File: src/rtl/bridge_pkg.sv
// Shared definitions for the CPU data-bridge responder: FSM encoding,
// address map, timer control bit positions and the byte-merge helper.
package bridge_pkg;

    // FSM encoding (kept as plain constants for legacy tools)
    typedef logic [1:0] state_t;
    localparam state_t ST_IDLE   = 2'd0;
    localparam state_t ST_RAM_RD = 2'd1;
    localparam state_t ST_RESP   = 2'd2;

    // Address map
    localparam logic [15:0] RAM_HI = 16'h0000;
    localparam logic [23:0] DEV_HI = 24'hFFFF00;

    localparam logic [7:0] OFF_LED    = 8'h00;
    localparam logic [7:0] OFF_SW     = 8'h04;
    localparam logic [7:0] OFF_TCOUNT = 8'h08;
    localparam logic [7:0] OFF_TCMP   = 8'h0C;
    localparam logic [7:0] OFF_TCTRL  = 8'h10;

    // TCTRL bit positions
    localparam int TCTRL_EN   = 0;
    localparam int TCTRL_PEND = 1;
    localparam int TCTRL_IEN  = 2;

    // Timer register select
    typedef enum logic [1:0] {
        TSEL_COUNT = 2'd0,
        TSEL_CMP   = 2'd1,
        TSEL_CTRL  = 2'd2
    } tsel_e;

    // Replace the bytes of old_v selected by be with the bytes of new_v
    function automatic logic [31:0] byte_merge(input logic [31:0] old_v,
                                               input logic [31:0] new_v,
                                               input logic [3:0]  be);
        logic [31:0] merged;
        for (int b = 0; b < 4; b++) begin
            merged[8*b +: 8] = be[b] ? new_v[8*b +: 8] : old_v[8*b +: 8];
        end
        return merged;
    endfunction

endpackage

File: src/rtl/bridge_timer.sv
// Free-running compare timer: count/cmp/ctrl registers, match-and-clear,
// sticky pending flag (write-1-to-clear) and a registered interrupt.
module bridge_timer
    import bridge_pkg::*;
(
    input  logic        clk,
    input  logic        rst,
    input  logic        wr_i,
    input  tsel_e       sel_i,
    input  logic [31:0] wdata_i,
    output logic [31:0] rdata_o,
    output logic        irq_o
);

    logic [31:0] count_q, count_d;
    logic [31:0] cmp_q, cmp_d;
    logic        en_q, en_d;
    logic        pend_q, pend_d;
    logic        ien_q, ien_d;
    logic        irq_q, irq_d;
    logic        match;
    logic        w1c;

    // Next-state: counting, CPU overrides, pending set beats W1C
    always_comb begin
        match   = en_q && (count_q == cmp_q);
        count_d = count_q;
        if (en_q) begin
            count_d = match ? 32'd0 : count_q + 32'd1;
        end
        if (wr_i && sel_i == TSEL_COUNT) begin
            count_d = wdata_i;
        end
        cmp_d = (wr_i && sel_i == TSEL_CMP) ? wdata_i : cmp_q;
        en_d  = en_q;
        ien_d = ien_q;
        w1c   = 1'b0;
        if (wr_i && sel_i == TSEL_CTRL) begin
            en_d  = wdata_i[TCTRL_EN];
            ien_d = wdata_i[TCTRL_IEN];
            w1c   = wdata_i[TCTRL_PEND];
        end
        pend_d = match | (pend_q & ~w1c);
        // irq shares the register stage with pending, so no extra delay
        irq_d  = pend_d & ien_d;
    end

    // Readback mux for the selected register
    always_comb begin
        case (sel_i)
            TSEL_COUNT: rdata_o = count_q;
            TSEL_CMP:   rdata_o = cmp_q;
            TSEL_CTRL:  rdata_o = {29'd0, ien_q, pend_q, en_q};
            default:    rdata_o = 32'd0;
        endcase
    end

    // Timer state registers
    always_ff @(posedge clk or negedge rst) begin
        if (!rst) begin
            count_q <= '0;
            cmp_q   <= '0;
            en_q    <= 1'b0;
            pend_q  <= 1'b0;
            ien_q   <= 1'b0;
            irq_q   <= 1'b0;
        end else begin
            count_q <= count_d;
            cmp_q   <= cmp_d;
            en_q    <= en_d;
            pend_q  <= pend_d;
            ien_q   <= ien_d;
            irq_q   <= irq_d;
        end
    end

    assign irq_o = irq_q;

endmodule

File: src/rtl/bus_bridge_responder.sv
// Peripheral end of the CPU data bridge: one load/store at a time, routed
// to the data RAM or the LED/switch/timer registers, single-cycle response.
module bus_bridge_responder
    import bridge_pkg::*;
#(
    parameter int DMEM_AW = 12,
    parameter int LED_W   = 16,
    parameter int SW_W    = 16
) (
    input  logic               clk,
    input  logic               rst,
    input  logic               req,
    output logic               req_ready,
    input  logic               we,
    input  logic [31:0]        addr,
    input  logic [31:0]        wdata,
    input  logic [3:0]         be,
    output logic               resp_valid,
    output logic [31:0]        rdata,
    output logic               err,
    output logic               ram_en,
    output logic [3:0]         ram_we,
    output logic [DMEM_AW-1:0] ram_addr,
    output logic [31:0]        ram_wdata,
    input  logic [31:0]        ram_rdata,
    output logic [LED_W-1:0]   led,
    input  logic [SW_W-1:0]    sw,
    output logic               irq
);

    state_t             state_q, state_d;
    logic [31:0]        rdata_q, rdata_d;
    logic               err_q, err_d;
    logic               resp_valid_q, resp_valid_d;
    logic [LED_W-1:0]   led_q, led_d;

    logic               idle;
    logic               accept;
    logic               is_ram;
    logic               is_dev;
    logic               dev_hit;
    logic               is_tmr;
    logic [7:0]         dev_off;
    tsel_e              tmr_sel;
    logic               tmr_wr;
    logic [31:0]        tmr_rd;
    logic [31:0]        dev_old;
    logic [31:0]        merge_old;
    logic [31:0]        merged;
    logic               unused_addr_bits;

    assign idle     = (state_q == ST_IDLE);
    assign accept   = idle & req;
    assign is_ram   = (addr[31:16] == RAM_HI);
    assign is_dev   = (addr[31:8] == DEV_HI);
    assign dev_off  = {addr[7:2], 2'b00};
    assign is_tmr   = is_dev && (dev_off == OFF_TCOUNT || dev_off == OFF_TCMP ||
                                 dev_off == OFF_TCTRL);
    assign tmr_wr   = accept & we & is_tmr;

    // Byte offset and RAM-aliasing address bits carry no meaning here
    assign unused_addr_bits = ^{addr[1:0], addr[15:DMEM_AW+2]};

    // RAM port is driven straight from the accept cycle
    assign ram_en    = accept & is_ram;
    assign ram_we    = (accept & is_ram & we) ? be : 4'b0000;
    assign ram_addr  = addr[DMEM_AW+1:2];
    assign ram_wdata = wdata;

    // Timer register select from the device offset
    always_comb begin
        case (dev_off)
            OFF_TCMP:  tmr_sel = TSEL_CMP;
            OFF_TCTRL: tmr_sel = TSEL_CTRL;
            default:   tmr_sel = TSEL_COUNT;
        endcase
    end

    // Current device register value (read data and merge base)
    always_comb begin
        dev_hit = 1'b1;
        dev_old = 32'd0;
        case (dev_off)
            OFF_LED:    dev_old = 32'(led_q);
            OFF_SW:     dev_old = 32'(sw);
            OFF_TCOUNT: dev_old = tmr_rd;
            OFF_TCMP:   dev_old = tmr_rd;
            OFF_TCTRL:  dev_old = tmr_rd;
            default:    dev_hit = 1'b0;
        endcase
    end

    // Pending is W1C: a byte left unwritten must not echo it back as a clear
    assign merge_old = (dev_off == OFF_TCTRL) ? (dev_old & ~(32'd1 << TCTRL_PEND))
                                              : dev_old;
    assign merged    = byte_merge(merge_old, wdata, be);

    bridge_timer u_timer (
        .clk     (clk),
        .rst     (rst),
        .wr_i    (tmr_wr),
        .sel_i   (tmr_sel),
        .wdata_i (merged),
        .rdata_o (tmr_rd),
        .irq_o   (irq)
    );

    // FSM and response datapath next-state
    always_comb begin
        state_d = state_q;
        rdata_d = rdata_q;
        err_d   = err_q;
        led_d   = led_q;
        case (state_q)
            ST_IDLE: begin
                if (req) begin
                    rdata_d = 32'd0;
                    err_d   = 1'b0;
                    state_d = ST_RESP;
                    if (is_ram) begin
                        if (!we) begin
                            state_d = ST_RAM_RD;
                        end
                    end else if (is_dev && dev_hit) begin
                        if (we) begin
                            if (dev_off == OFF_LED) begin
                                led_d = merged[LED_W-1:0];
                            end
                        end else begin
                            rdata_d = dev_old;
                        end
                    end else begin
                        err_d = 1'b1;
                    end
                end
            end
            ST_RAM_RD: begin
                rdata_d = ram_rdata;
                state_d = ST_RESP;
            end
            ST_RESP: begin
                state_d = ST_IDLE;
            end
            default: begin
                state_d = ST_IDLE;
            end
        endcase
        resp_valid_d = (state_d == ST_RESP);
    end

    // Bridge state and registered outputs
    always_ff @(posedge clk or negedge rst) begin
        if (!rst) begin
            state_q      <= ST_IDLE;
            rdata_q      <= '0;
            err_q        <= 1'b0;
            resp_valid_q <= 1'b0;
            led_q        <= '0;
        end else begin
            state_q      <= state_d;
            rdata_q      <= rdata_d;
            err_q        <= err_d;
            resp_valid_q <= resp_valid_d;
            led_q        <= led_d;
        end
    end

    assign req_ready  = idle;
    assign resp_valid = resp_valid_q;
    assign rdata      = rdata_q;
    assign err        = err_q;
    assign led        = led_q;

endmodule

File: config.mk
export PLATFORM = sky130hd
export DESIGN_NAME = bus_bridge_responder
export DESIGN_NICKNAME = d
export VERILOG_FILES = /design/src/rtl/bridge_pkg.sv /design/src/rtl/bridge_timer.sv /design/src/rtl/bus_bridge_responder.sv
export SDC_FILE = /design/constraint.sdc
export NUM_CORES = 1
export LEC_CHECK = 0
export CORE_MARGIN = 2
export CORE_UTILIZATION = 35
export DETAILED_ROUTE_END_ITERATION = 10
export GPL_TIMING_DRIVEN = 0
export SYNTH_ARGS = -nofsm -noshare
export SYNTH_HDL_FRONTEND = slang
export SYNTH_SLANG_ARGS = --single-unit
File: constraint.sdc
create_clock -name clk -period 2.5 [get_ports clk]
set_input_delay 0.5 -clock clk [delete_from_list [all_inputs] [get_ports clk]]
set_output_delay 0.5 -clock clk [all_outputs]
set_load 0.05 [all_outputs]
**Run 1: met3 routing**

(3 px per um)
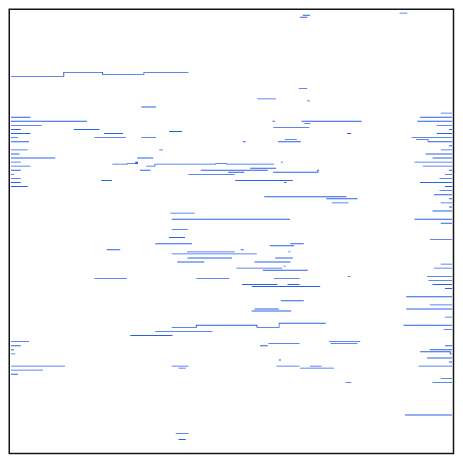
main direction: horizontal
longest straight run: 39.1 um
wire length on this layer: 1270 um
nets with wire on the layer: 128

**Run 1: congestion heat map**

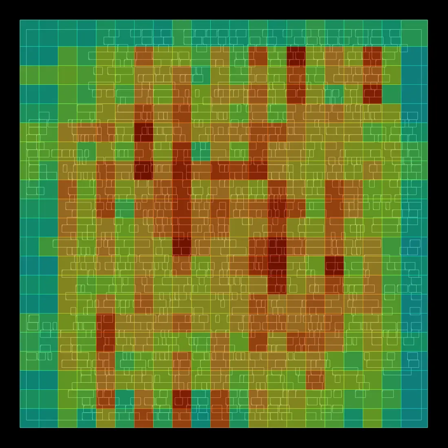
Tot GR Track Use: 22.9%
met1 Usage GRT: 31.4%

**Run 1: logic cells by family**

(2 px per um)
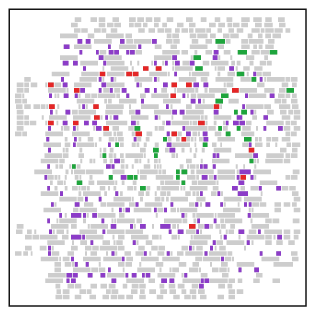
legend:
  red:
    family: AND-OR and OR-AND gates
    cells: 25
  green:
    family: AND and OR gates
    cells: 34
  purple:
    family: inverting AOI/OAI gates
    cells: 204
    where: all over the die

**Run 1: sizing map**

(2 px per um)
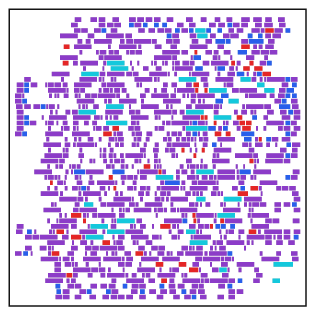
legend:
  purple:
    size: drive 1 or less
    cells: 889
    share: 84%
  blue:
    size: drive 3 to 4
    cells: 81
    share: 7.7%
  cyan:
    size: drive 6 and up
    cells: 32
    share: 3.0%
  red:
    size: drive 2
    cells: 54
    share: 5.1%

==> flow_summary_export.csv, run 1 <==
group,metric,value,unit
run_status,status,"completed",
clock_tree,cts_max_path_buffers,2,
clock_tree,cts_tree,"built",
power,power.leakage,4.39,nW
grt,top_usage_layer,"met2",
clock_tree,cts_hold_buf,0,
placement,dp.cells,1297,
clock_tree,cts_resized,96,
power,p_sw,1.22,mW
clock_tree,cts_setup_buffers,5,
synthesis,ff_type,"dfrtp_1",
synthesis,largest_area_cell,"dfrtp_1",
synthesis,syn_area_per_cell,8.90,um2
synthesis,syn_nets,932,
floorplan,initial_utilization,35.7,%
route,first_iter_violations,507,
setup_path,worst-path-stages,8,
layout,clkCellAreaFrac,5.17,%
layout,bufAreaShareNonClock,27.3,%
synthesis,yosys_area,7220,um2
power,powerDensity,470,nW/um2
power,powerClk,2.37,mW
power,power,5.01,mW
synthesis,synth.distinct_cells,58,
route,wl,24900,um
synthesis,ys_warn_count,0,
synthesis,common_cells,"dfrtp_1 (120), o21ai_0 (97), nand2_1 (91)",
route,drc_errors,0,
grt,grt_max_degree,62,
power,seq-power,1.95,mW
synthesis,yosys_cells,811,
floorplan,die_h,148,um
route,avgViaCountPerCell,5.39,
clock_tree,cts_buffers,17,
sta,skew,0.00670,ns
synthesis,netlist_area,7220,um2
power,comb_cell_power,685,uW
setup_path,r2r_cells,7,
setup_path,path_cells,"clkdlybuf4s50_1 -> or4b_4 -> nor4_4 -> buf_4 -> nand2_2 -> or4_4 -> clkbuf_16 -> o21ai_1",
route,route.met3.wl,1270,um
setup_path,crit_buf_inv,3,
layout,final_util,52.7,%
route,met1_length,11100,um
layout,design.seq.count,120,
layout,fin_nets,1168,
grt,grt_pass1_wl,39300,um
route,top_layer_used,"met4",
route,wire_per_inst,18.8,um
synthesis,synthAdderAreaFrac,0.173,%
floorplan,num_rows,52,
setup_path,path_delay_family,"simple AND/OR/NAND/NOR gates",
setup_path,cp.required,2.84,ns
layout,n_clock_buffer,24,
grt,overflow,0,
grt,grt_pass1_vias,7047,
layout,syn_to_final_growth,47.8,%
floorplan,taps,270,
placement,dpl_worst_slack,-0.811,ns
power,power.share.clock,47.4,%
synthesis,synthCells,811,
layout,final_common_cell,"clkdlybuf4s50_1",
synthesis,mux_area_share,4.44,%
layout,inv_count,21,
setup_path,worstReg2RegStart,"u_timer.count_q[10]",
floorplan,die_x,148,um
layout,seq_area_share,28.2,%
synthesis,synth_top_area_share,41.6,%
floorplan,core-area,20200,um2
hold_path,holdCritPathClass,"input port to asynchronous set/reset pin",
route,drt_pass1_iterations,5,
synthesis,synthTopCellsByArea,"dfrtp_1 (42%), o21ai_0 (6.7%), a22oi_1 (5.5%)",
sta,timing.hold.ws,0.0668,ns
setup_path,critPathMaxFanout,8,
layout,fill_cells,1880,
setup_path,regToRegSetupSlack,0.19,ns
sta,min_period_over_period,99.0,%
power,pwr-share-comb,13.7,%
clock_tree,clock_latency,0.41,ns
placement,hpwlAfterDp,18700,um
sta,finalCriticalPeriod,2.47,ns
power,swShare,24.4,%
grt,grt_util_met3,4.32,%
clock_tree,ctsRootBufferMaster,"clkbuf_16",
floorplan,ioPinCount,221,
setup_path,criticalPathCategory,"input port to flop",
power,seqPwrFrac,38.9,%
placement,place_congestion,0.845,
layout,buffers,324,
layout,comb_share,35.4,%
sta,setup_slack,0.0251,ns
setup_path,r2r-end,"u_timer.count_q[30]",
synthesis,ys_seq_share,41.6,%
power,p_int,3.79,mW
sta,totalNegativeSetupSlack,0,ns
sta,fmax,404,MHz
layout,drive_gt1_share,15.8,%
grt,antenna_found_initial,0,
sta,slew_headroom,45.1,%
setup_path,critPathMaxStageDelay,0.60,ns
sta,hold_viol,0,
synthesis,synth-xor-area-share,6.07,%
layout,insertedDiodeCount,0,
layout,regArea,3000,um2
==> run 2, diff against run 1 <==
--- a/config.mk
+++ b/config.mk
@@ -12,3 +12,4 @@
 export SYNTH_ARGS = -nofsm -noshare
 export SYNTH_HDL_FRONTEND = slang
 export SYNTH_SLANG_ARGS = --single-unit
+export TNS_END_PERCENT = 1
**Run 2: met3 routing**

(3 px per um)
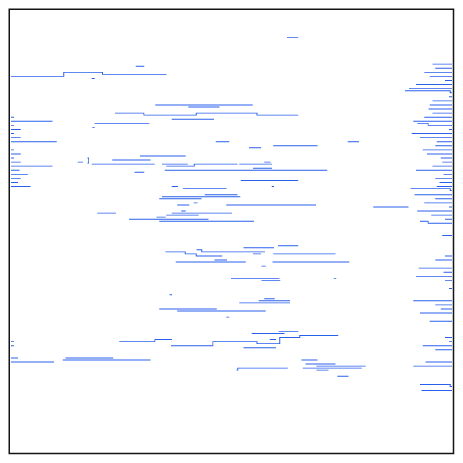
longest straight run: 53.8 um
main direction: horizontal

==> run 2 against run 1 <==
  * Worst setup slack better by 0.011 ns
  * Design area is 1.1% higher
  * Hold slack improved by 0.42 ns
  * Sequential share of layout area is 0.31 points lower
  * Cell count increased by 0.53%
  * Routed wire length rose by 0.18%
==> flow_summary_export.csv, run 2 <==
group,metric,value,unit
sta,setup_slack,0.0358,ns
layout,seq_area_share,27.8,%
layout,fin_nets,1172,
layout,design.seq.count,120,
grt,top_usage_layer,"met2",
sta,min_period_over_period,98.6,%
synthesis,synthCells,811,
floorplan,die_x,148,um
synthesis,yosys_cells,811,
floorplan,die_h,148,um
synthesis,netlist_area,7220,um2
layout,fill_cells,1895,
setup_path,path_cells,"clkdlybuf4s50_1 -> buf_4 -> clkdlybuf4s50_1",
layout,inv_count,21,
grt,grt_max_degree,79,
layout,drive_gt1_share,17.1,%
layout,final_util,53.3,%
layout,clkCellAreaFrac,5.94,%
route,route.met3.wl,1600,um
setup_path,worst-path-stages,3,
power,power.leakage,4.52,nW
run_status,status,"completed",
clock_tree,cts_tree,"built",
sta,totalNegativeSetupSlack,0,ns
sta,fmax,406,MHz
floorplan,ioPinCount,221,
grt,grt_util_met3,5.65,%
synthesis,mux_area_share,4.44,%
route,drc_errors,0,
placement,dp.cells,1297,
clock_tree,cts_setup_buffers,5,
power,pwr-share-comb,12.8,%
grt,grt_pass1_vias,7042,
layout,regArea,3000,um2
setup_path,regToRegSetupSlack,0.08,ns
route,avgViaCountPerCell,5.34,
power,power.share.clock,50.7,%
power,power,5.34,mW
setup_path,path_delay_family,"buffers and inverters",
layout,n_clock_buffer,18,
synthesis,synthAdderAreaFrac,0.173,%
clock_tree,cts_max_path_buffers,2,
grt,overflow,0,
synthesis,ys_warn_count,0,
sta,hold_viol,0,
setup_path,cp.required,2.00,ns
clock_tree,ctsRootBufferMaster,"clkbuf_16",
power,powerDensity,495,nW/um2
layout,comb_share,35.0,%
synthesis,syn_nets,932,
sta,skew,0.0101,ns
power,comb_cell_power,685,uW
clock_tree,cts_resized,83,
setup_path,criticalPathCategory,"input port to output pin",
power,seqPwrFrac,36.5,%
route,drt_pass1_iterations,6,
route,top_layer_used,"met4",
floorplan,initial_utilization,35.7,%
clock_tree,cts_hold_buf,1,
floorplan,core-area,20200,um2
grt,track_usage,22.8,%
synthesis,synth_top_area_share,41.6,%
synthesis,ys_seq_share,41.6,%
hold_path,holdCritPathClass,"flop to flop",
synthesis,yosys_area,7220,um2
synthesis,synth-xor-area-share,6.07,%
grt,grt_pass1_wl,38900,um
synthesis,largest_area_cell,"dfrtp_1",
route,met1_length,10900,um
synthesis,syn_area_per_cell,8.90,um2
power,seq-power,1.95,mW
synthesis,common_cells,"dfrtp_1 (120), o21ai_0 (97), nand2_1 (91)",
placement,hpwlAfterDp,18700,um
layout,buffers,328,
placement,place_congestion,0.842,
sta,slew_headroom,41.2,%
setup_path,critPathMaxStageDelay,0.79,ns
sta,timing.hold.ws,0.483,ns
sta,finalCriticalPeriod,2.46,ns
placement,dpl_worst_slack,-0.831,ns
==> run 3, diff against run 2 <==
--- a/config.mk
+++ b/config.mk
@@ -6,9 +6,11 @@
 export NUM_CORES = 1
 export LEC_CHECK = 0
 export CORE_MARGIN = 2
-export CORE_UTILIZATION = 35
+export CORE_UTILIZATION = 48
 export DETAILED_ROUTE_END_ITERATION = 10
 export GPL_TIMING_DRIVEN = 0
+export HOLD_SLACK_MARGIN = 0.1
+export PLACE_DENSITY = 0.82
 export SYNTH_ARGS = -nofsm -noshare
 export SYNTH_HDL_FRONTEND = slang
 export SYNTH_SLANG_ARGS = --single-unit
**Run 3: logic cells by family**

(3 px per um)
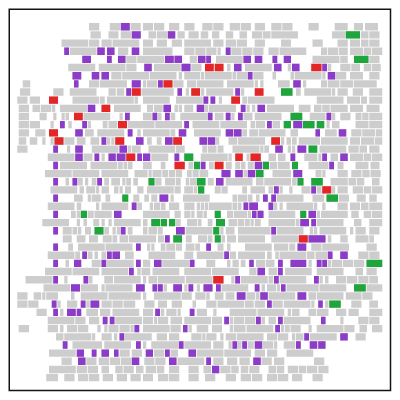
legend:
  red:
    family: AND-OR and OR-AND gates
    cells: 25
  purple:
    family: inverting AOI/OAI gates
    cells: 204
    where: all over the die
  green:
    family: AND and OR gates
    cells: 34

==> run 3 against run 2 <==
  * Power fell by 0.95%
  * Flip-flop count unchanged
  * Design area shrank 0.37%
  * Hold slack gained 0.021 ns
  * First-iteration DRC count grew 55%
  * Critical path depth is the same
  * Clock skew about the same
  * Clock-buffer cell count is the same
  * Critical endpoint is now ram_addr[3]
  * Largest cell class unchanged
==> flow_summary_export.csv, run 3 <==
group,metric,value,unit
run_status,status,"completed",
power,p_sw,1.32,mW
layout,fill_cells,1031,
synthesis,synthAdderAreaFrac,0.173,%
sta,finalCriticalPeriod,2.47,ns
layout,fin_area,10700,um2
power,power.share.clock,50.2,%
synthesis,yosys_cells,811,
grt,top_usage_layer,"met2",
placement,place_congestion,0.901,
floorplan,die_h,127,um
layout,regArea,3000,um2
layout,insertedDiodeCount,0,
setup_path,worst-path-stages,3,
layout,design.seq.count,120,
grt,grt_max_degree,65,
floorplan,initial_utilization,49.5,%
grt,use_met1,37.8,%
layout,inv_count,21,
setup_path,r2r_cells,8,
route,met1_length,9780,um
grt,track_usage,30.2,%
placement,hpwlAfterDp,17700,um
floorplan,ioPinCount,221,
sta,totalNegativeSetupSlack,0,ns
clock_tree,cts_setup_buffers,5,
synthesis,synth.distinct_cells,58,
grt,overflow,0,
synthesis,edf_count,0,
power,pwr-share-comb,13.0,%
power,seqPwrFrac,36.9,%
clock_tree,cts_resized,99,
setup_path,path_delay_family,"buffers and inverters",
synthesis,synthTopCellsByArea,"dfrtp_1 (42%), o21ai_0 (6.7%), a22oi_1 (5.5%)",
synthesis,simple_gate_area_share,18.1,%
synthesis,netlist_area,7220,um2
floorplan,die_x,127,um
setup_path,worstReg2RegStart,"u_timer.count_q[3]",
synthesis,common_cells,"dfrtp_1 (120), o21ai_0 (97), nand2_1 (91)",
power,powerClk,2.65,mW
floorplan,core-area,14600,um2
setup_path,r2r-end,"u_timer.count_q[31]",
setup_path,path_cells,"clkdlybuf4s50_1 -> buf_4 -> clkdlybuf4s50_1",
synthesis,yosys_area,7220,um2
route,avgViaCountPerCell,6.05,
layout,bufAreaShareNonClock,27.9,%
grt,grt_pass1_wl,38500,um
synthesis,synth_top_area_share,41.6,%
grt,grt_pass1_vias,7436,
grt,grt_util_met3,6.33,%
synthesis,largest_area_cell,"dfrtp_1",
setup_path,criticalPathCategory,"input port to output pin",
power,seq-power,1.95,mW
sta,min_period_over_period,98.9,%
layout,comb_share,35.3,%
layout,drive_gt1_share,17.4,%
route,drt_pass1_iterations,5,
power,p_int,3.97,mW
route,wire_per_inst,19.9,um
setup_path,cp.required,2.00,ns
power,power,5.29,mW
synthesis,synth-xor-area-share,6.07,%
power,power.leakage,4.53,nW
hold_path,holdCritPathClass,"flop to flop",
synthesis,mux_area_share,4.44,%
power,powerDensity,492,nW/um2
sta,slew_headroom,43.7,%
layout,fin_nets,1178,
sta,hold_viol,0,
placement,dpl_worst_slack,-0.810,ns
sta,setup_slack,0.0282,ns
setup_path,crit_buf_inv,3,
grt,antenna_found_initial,0,
power,comb_cell_power,687,uW
setup_path,regToRegSetupSlack,0.13,ns
power,swShare,25.0,%
layout,seq_area_share,27.9,%
layout,n_clock_buffer,18,
sta,timing.hold.ws,0.503,ns
placement,dp.cells,1211,
route,drc_errors,0,
synthesis,syn_nets,932,
clock_tree,cts_hold_buf,1,
floorplan,num_rows,44,
route,wl,25000,um
floorplan,taps,184,
clock_tree,clock_latency,0.42,ns
synthesis,aoi_share,20.3,%
clock_tree,ctsRootBufferMaster,"clkbuf_16",
synthesis,ys_seq_share,41.6,%
clock_tree,cts_tree,"built",
placement,placed_area,9640,um2
clock_tree,cts_buffers,17,
layout,syn_to_final_growth,48.9,%
synthesis,ys_warn_count,0,
setup_path,critPathMaxStageDelay,0.78,ns
route,top_layer_used,"met4",
route,first_iter_violations,699,
synthesis,synthCells,811,
layout,buffers,333,
sta,fmax,405,MHz
clock_tree,cts_max_path_buffers,2,
synthesis,ff_type,"dfrtp_1",
sta,skew,0.0103,ns
layout,final_common_cell,"clkdlybuf4s50_1",
route,route.met3.wl,2050,um
layout,clkCellAreaFrac,5.93,%
synthesis,syn_area_per_cell,8.90,um2
No activity file was given, so power comes from the tool's default toggle rates.
